## src/rtl/mux_sel_gen.sv

```systemverilog
// -----------------------------------------------------------------------------
// mux_sel_gen
//
// Select generator for one butterfly stage of the pipelined 1-D FFT data mux.
// A free-running frame counter defines a select window inside each frame.
// Inside the window, sel alternates between 0 and 1 in blocks of
// 2^HALF_LOG2 samples, starting with START_PHASE at window offset 0.
// Outside the window, sel carries the IDLE_SEL bypass code.
//
// All outputs except cnt_o are registered. They reflect the counter value
// of the previous cycle, and the instantiating stage absorbs this one-cycle
// latency through its choice of WIN_START.
//
// Ports:
//   clk         rising-edge clock
//   rst         asynchronous, active-high reset (release is synchronous)
//   en          count enable; when low with sync low, counter and outputs hold
//   sync        frame resync; the counter reads 0 on the cycle after it is
//               sampled high (takes priority over en)
//   sel         registered mux select
//   win_active  registered; high while sel carries a window value
//   frame_last  registered one-cycle pulse for the last count of the frame
//   cnt_o       current frame counter value (debug / alignment)
// -----------------------------------------------------------------------------
module mux_sel_gen #(
    parameter int CNT_W       = 9,
    parameter int FRAME_LEN   = 257,
    parameter int WIN_START   = 125,
    parameter int WIN_LEN     = 128,
    parameter int HALF_LOG2   = 2,
    parameter int START_PHASE = 0,
    parameter int SEL_W       = 2,
    parameter int IDLE_SEL    = 2
) (
    input  logic             clk,
    input  logic             rst,
    input  logic             en,
    input  logic             sync,
    output logic [SEL_W-1:0] sel,
    output logic             win_active,
    output logic             frame_last,
    output logic [CNT_W-1:0] cnt_o
);

    // -------------------------------------------------------------------------
    // Parameter sanity checks, reported at elaboration time.
    // -------------------------------------------------------------------------
    if (FRAME_LEN > (1 << CNT_W)) begin : g_chk_frame_len
        $error("mux_sel_gen: FRAME_LEN (%0d) does not fit in CNT_W (%0d) bits",
               FRAME_LEN, CNT_W);
    end

    if (WIN_START + WIN_LEN > FRAME_LEN) begin : g_chk_window
        $error("mux_sel_gen: window [%0d, %0d) extends past FRAME_LEN (%0d)",
               WIN_START, WIN_START + WIN_LEN, FRAME_LEN);
    end

    if (HALF_LOG2 >= CNT_W) begin : g_chk_half_log2
        $error("mux_sel_gen: HALF_LOG2 (%0d) must be below CNT_W (%0d)",
               HALF_LOG2, CNT_W);
    end

    if (IDLE_SEL <= 1) begin : g_chk_idle_sel
        $error("mux_sel_gen: IDLE_SEL (%0d) must differ from the window codes 0/1",
               IDLE_SEL);
    end

    if (IDLE_SEL >= (1 << SEL_W)) begin : g_chk_idle_width
        $error("mux_sel_gen: IDLE_SEL (%0d) does not fit in SEL_W (%0d) bits",
               IDLE_SEL, SEL_W);
    end

    if ((START_PHASE != 0) && (START_PHASE != 1)) begin : g_chk_start_phase
        $error("mux_sel_gen: START_PHASE (%0d) must be 0 or 1", START_PHASE);
    end

    // -------------------------------------------------------------------------
    // Constants sized to the datapath.
    // -------------------------------------------------------------------------
    localparam logic [CNT_W:0]   WIN_START_X   = (CNT_W + 1)'(WIN_START);
    localparam logic [CNT_W:0]   WIN_LEN_X     = (CNT_W + 1)'(WIN_LEN);
    localparam logic [CNT_W-1:0] CNT_LAST      = CNT_W'(FRAME_LEN - 1);
    localparam logic [CNT_W-1:0] CNT_ONE       = CNT_W'(1);
    localparam logic [CNT_W-1:0] PHASE_MASK    = CNT_W'(1) << HALF_LOG2;
    localparam logic             START_PHASE_B = (START_PHASE != 0);
    localparam logic [SEL_W-1:0] IDLE_C        = SEL_W'(IDLE_SEL);

    // -------------------------------------------------------------------------
    // Window decode (combinational on the current count)
    // -------------------------------------------------------------------------
    logic [CNT_W-1:0] cnt;
    logic [CNT_W:0]   off_x;
    logic [CNT_W-1:0] off;
    logic             in_win;
    logic             phase;
    logic             cnt_at_last;
    logic [SEL_W-1:0] sel_next;

    // The offset is formed one bit wider than the counter. Below WIN_START
    // the subtraction wraps to a value of at least 2^CNT_W, which is always
    // larger than WIN_LEN, so a single unsigned compare covers both window
    // edges. Because the window is checked against FRAME_LEN at elaboration,
    // its upper edge never needs to wrap around the frame.
    always_comb begin
        off_x       = {1'b0, cnt} - WIN_START_X;
        off         = off_x[CNT_W-1:0];
        in_win      = (off_x < WIN_LEN_X);
        phase       = (|(off & PHASE_MASK)) ^ START_PHASE_B;
        cnt_at_last = (cnt == CNT_LAST);
        sel_next    = in_win ? SEL_W'(phase) : IDLE_C;
    end

    // -------------------------------------------------------------------------
    // Frame counter and output registers
    // -------------------------------------------------------------------------
    always_ff @(posedge clk or posedge rst) begin
        if (rst) begin
            cnt        <= '0;
            sel        <= IDLE_C;
            win_active <= 1'b0;
            frame_last <= 1'b0;
        end else begin
            if (sync) begin
                cnt <= '0;
            end else if (en) begin
                cnt <= cnt_at_last ? '0 : cnt + CNT_ONE;
            end

            // On a resync cycle the outputs still decode the pre-resync count,
            // which keeps the select stream exactly one cycle behind cnt.
            if (en || sync) begin
                sel        <= sel_next;
                win_active <= in_win;
                frame_last <= cnt_at_last;
            end
        end
    end

    assign cnt_o = cnt;

endmodule
```

## config.mk

```make
export PLATFORM = sky130hd
export DESIGN_NAME = mux_sel_gen
export DESIGN_NICKNAME = d
export VERILOG_FILES = /design/src/rtl/mux_sel_gen.sv
export SDC_FILE = /design/constraint.sdc
export NUM_CORES = 1
export LEC_CHECK = 0
export CAP_MARGIN = 10
export CELL_PAD_IN_SITES_DETAIL_PLACEMENT = 0
export CELL_PAD_IN_SITES_GLOBAL_PLACEMENT = 1
export CORE_MARGIN = 8
export CORE_UTILIZATION = 25
export CTS_CLUSTER_DIAMETER = 30
export DETAILED_ROUTE_END_ITERATION = 10
export GPL_ROUTABILITY_DRIVEN = 0
export GPL_TIMING_DRIVEN = 0
export PLACE_DENSITY_LB_ADDON = 0.12
export SLEW_MARGIN = 25
export SYNTH_ARGS = -nofsm -noshare
export SYNTH_HDL_FRONTEND = slang
export SYNTH_SLANG_ARGS = --single-unit
```

## constraint.sdc

```tcl
create_clock -name clk -period 1.83 [get_ports clk]
set_input_delay 0.2745 -clock clk [delete_from_list [all_inputs] [get_ports clk]]
set_output_delay 0.2745 -clock clk [all_outputs]
set_load 0.01 [all_outputs]
```

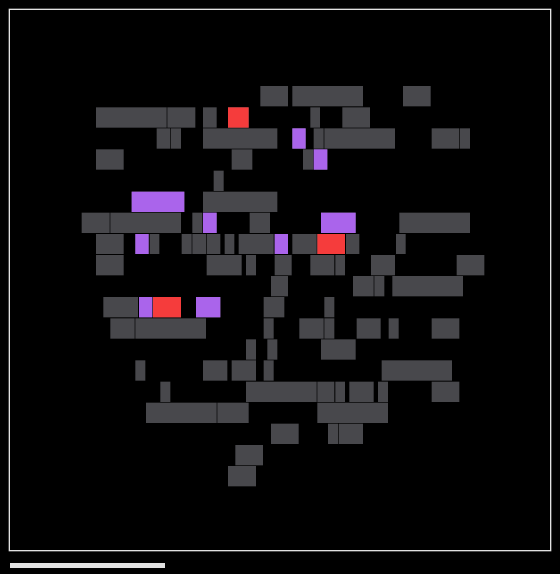
*Logic cells by family*
Bar = 20 microns.
Red marks AND-OR and OR-AND gates, cells 3. Purple marks inverting AOI/OAI gates, cells 9.
Comb/total area: 37.75%
Finished Layout Cells: 124
Top cell excl fill/tap: clkdlybuf4s50_1

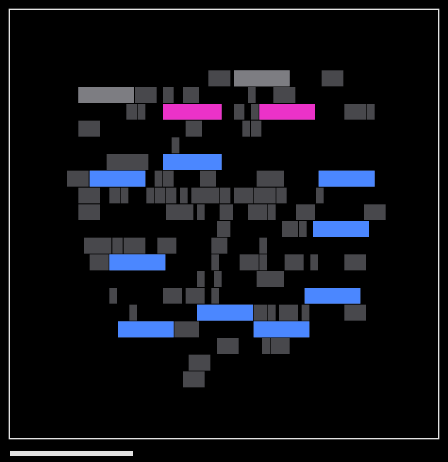
*Where the registers sit*
Bar = 20 microns.
Blue marks cnt_o, placed flops 9. Magenta marks sel, placed flops 2.
Seq area share: 35.07%
register area: 327.8 sq um
P_seq: 0.303 mW

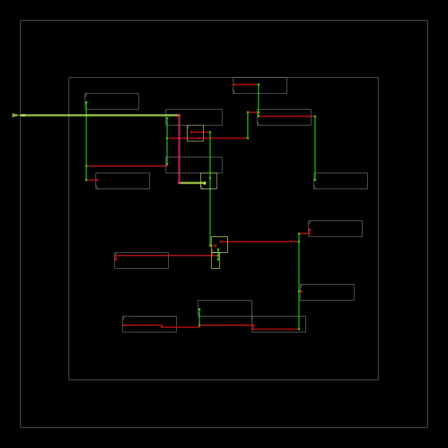
*Clock nets*
TritonCTS Buffers: 3
seq_cells: 13
Clk power: 0.186 mW
Final Skew: 3.968 ps

==> flow_summary.json <==
{
  "status": "finished clean",
  "drc_errors": 0,
  "crit_required_ps": 1990,
  "drtIter0Drc": 18,
  "place_area_sq_um": 907.1,
  "synth_seq_share_pct": 45.47,
  "cp.arrival_ps": 1820,
  "synth_cell_type_count": 24,
  "cts_setup_buffers": 0,
  "maxCapViolCount": 0,
  "path_clk_slew_ps": 90,
  "ir_worst_vdd_mv": 0.3250,
  "ant_nets": 0,
  "cts_root_buf": "clkbuf_4",
  "hp-class": "input pin to asynchronous set/reset pin",
  "wirelength_microns": 1707,
  "criticalPathCategory": "flop to flop",
  "warnings": 28,
  "fp_util_pct": 26.27,
  "grt_pass1_wl_microns": 2877,
  "firstDrtPassIters": 4,
  "setup_violations": 0,
  "rsz0062_at_grt": "no",
  "final_util_pct": 34.19,
  "synth-main-ff-cell": "dfrtp_1",
  "h-tree-depth": 1,
  "ioPinCount": 17,
  "fin_crit_ps": 1664,
  "power.density_mw_per_mm2": 592.2,
  "first_global_vias": 590,
  "async_flop_share_pct": 100.0,
  "dp_hpwl_microns": 1256,
  "fp_nets": 81,
  "antenna_cells": 0,
  "clock-sinks": 13,
  "grt-ovfl-total": 0,
  "die_h_microns": 69.60,
  "grt_usage_pct": 7.210,
  "holdWs_ps": 325.9,
  "die-width_microns": 69.60,
  "setup_tns_ps": 0,
  "syn_inst": 74,
  "ys_cells": 74,
  "synth_warnings": 0,
  "final_nets": 101,
  "chipArea_sq_mm": 0.004844,
  "cts_tree": "done",
  "synth_area_sq_um": 718.2,
  "vias": 571,
  "final_area_sq_um": 934.6,
  "tightest_slew_ps": 539.2,
  "fmax_mhz": 601.1,
  "p_leak_nw": 0.4019,
  "clk_latency_ps": 280,
  "nFillCells": 285,
  "finalPower_mw": 0.5535,
  "crit_fanout": 6,
  "design.core.area_sq_mm": 0.002734,
  "fin_crit_sh_pct": 90.91,
  "worst_setup_path_end_kind": "flop",
  "syn-mean-instance-area_sq_um": 9.705,
  "io_buffers": 15,
  "syn2layout_area_growth_pct": 30.14,
  "synth_chip_area_sq_um": 718.2,
  "antenna_found_initial": 0,
  "final_hold_viol_count": 0,
  "cp-start-kind": "flop",
  "final_max_slew_viol_count": 0,
  "cts_buffer_depth": 2,
  "edf_count": 0,
  "grt_max_degree": 14,
  "slew_headroom_pct": 64.01,
  "via_per_inst": 4.605,
  "num_rows": 19,
  "detail_route.wl_per_cell_microns": 13.77,
  "ys.flops": 13,
  "drive_gt1_share_pct": 10.75
}
==> what timing repair did <==
action,in CTS,in global routing
resized,0,1
hold buffers,0,0
hold endpoints to repair,0,0
setup endpoints to repair,0,1
==> cells by family after synthesis <==
group                      Yosys count  synth area share [%]
AOI/OAI and AO/OA                   12                 13.59
buffers and inverters                8                 5.400
and+or+nand+nor                     29                 19.34
adders and majority gates            3                 5.227
xor gates and xnor gates             9                 10.97
DFF                                 13                 45.47
==> sequential cells by signal, summed over array words and instances, names as in the netlist <==
name        cells
cnt_o           9
frame_last      1
sel             2
win_active      1
==> power breakdown <==
group	total, mW	leakage [nW]	switching (mW)	internal [mW]
clock network	0.186	0.0150	0.102	0.0844
logic	0.0644	0.213	0.0352	0.0293
registers	0.303	0.174	0.00795	0.295
total	0.553	0.402	0.145	0.409
==> final cells by class <==
| class | count | area [sq um] | share of cell area, % |
|---|---|---|---|
| Inverter | 6 | 22.52 | 2.410 |
| Tap cell | 31 | 38.79 | 4.150 |
| Multi-Input combinational cell | 53 | 352.8 | 37.75 |
| Buffer | 2 | 16.27 | 1.740 |
| Sequential cell | 13 | 327.8 | 35.07 |
| Timing Repair Buffer | 15 | 150.1 | 16.06 |
| Clock buffer | 4 | 26.28 | 2.811 |
==> cells in the final DEF (no fill, tap or decap), types with 2 or more instances in the layout <==
master | netlist | routed
clkdlybuf4s50_1 | 0 | 15
nor2_1 | 14 | 14
dfrtp_1 | 12 | 11
inv_1 | 6 | 6
xor2_1 | 5 | 5
nand2_1 | 5 | 5
xnor2_1 | 4 | 4
o21ai_0 | 3 | 3
a21oi_1 | 3 | 3
ha_1 | 3 | 3
clkbuf_4 | 0 | 3
nor3_1 | 2 | 2
o211a_1 | 2 | 2
nand4_1 | 2 | 2
nand3_1 | 2 | 2
==> synthesized netlist by cell type, drive strengths merged (2+ instances only) <==
cell type  instances  area share [%]
inv                6             3.1
ha                 3             5.2
o211a              2             2.8
nand3              2             1.4
nor2              14             7.3
xnor2              4             4.9
nor3               2             1.4
nand4              3             3.5
o21ai              3             2.1
nand2              5             2.6
a21oi              3             2.1
xor2               5             6.1
dfrtp             12              42
==> worst paths after layout <==
path | startpoint | to | slack [ps] | cells past startpoint
worst max register to register | cnt_o[1] | win_active | 170 | 6
worst min register to register | frame_last | frame_last | 490 | 2
worst min-delay path | rst | cnt_o[3] | 330 | 2
max in group asynchronous | rst | cnt_o[0] | 1110 | 2
worst max-delay path | cnt_o[1] | win_active | 170 | 6
min in group clk | en | cnt_o[0] | 330 | 3
==> worst max-delay path: stages (launching register included) <==
cell      delay (ps)
dfrtp_1          460
inv_1            100
ha_1             210
nand4b_1         190
xnor2_1          160
a211oi_2         330
nor2_1            90
==> stage by stage <==
| stage | setup WS (ps) | cells |
|---|---|---|
| global route | 31.98 | 124 |
| CTS | 158.2 | 124 |
| floorplan | 336.6 | 74 |
| detailed placement | 90.43 | 120 |
| global placement | 52.14 | 120 |
| finish | 166.3 | 124 |
==> metal layers <==
metal	vias up	share of wire (%)	GRT usage [%]
li1	289	-	-
met5	-	0	0
met2	13	44	10.04
met4	0	0.64	2.733
met3	2	5.9	2.718
met1	267	50	9.656
Power is estimated from default activity; no workload was simulated.
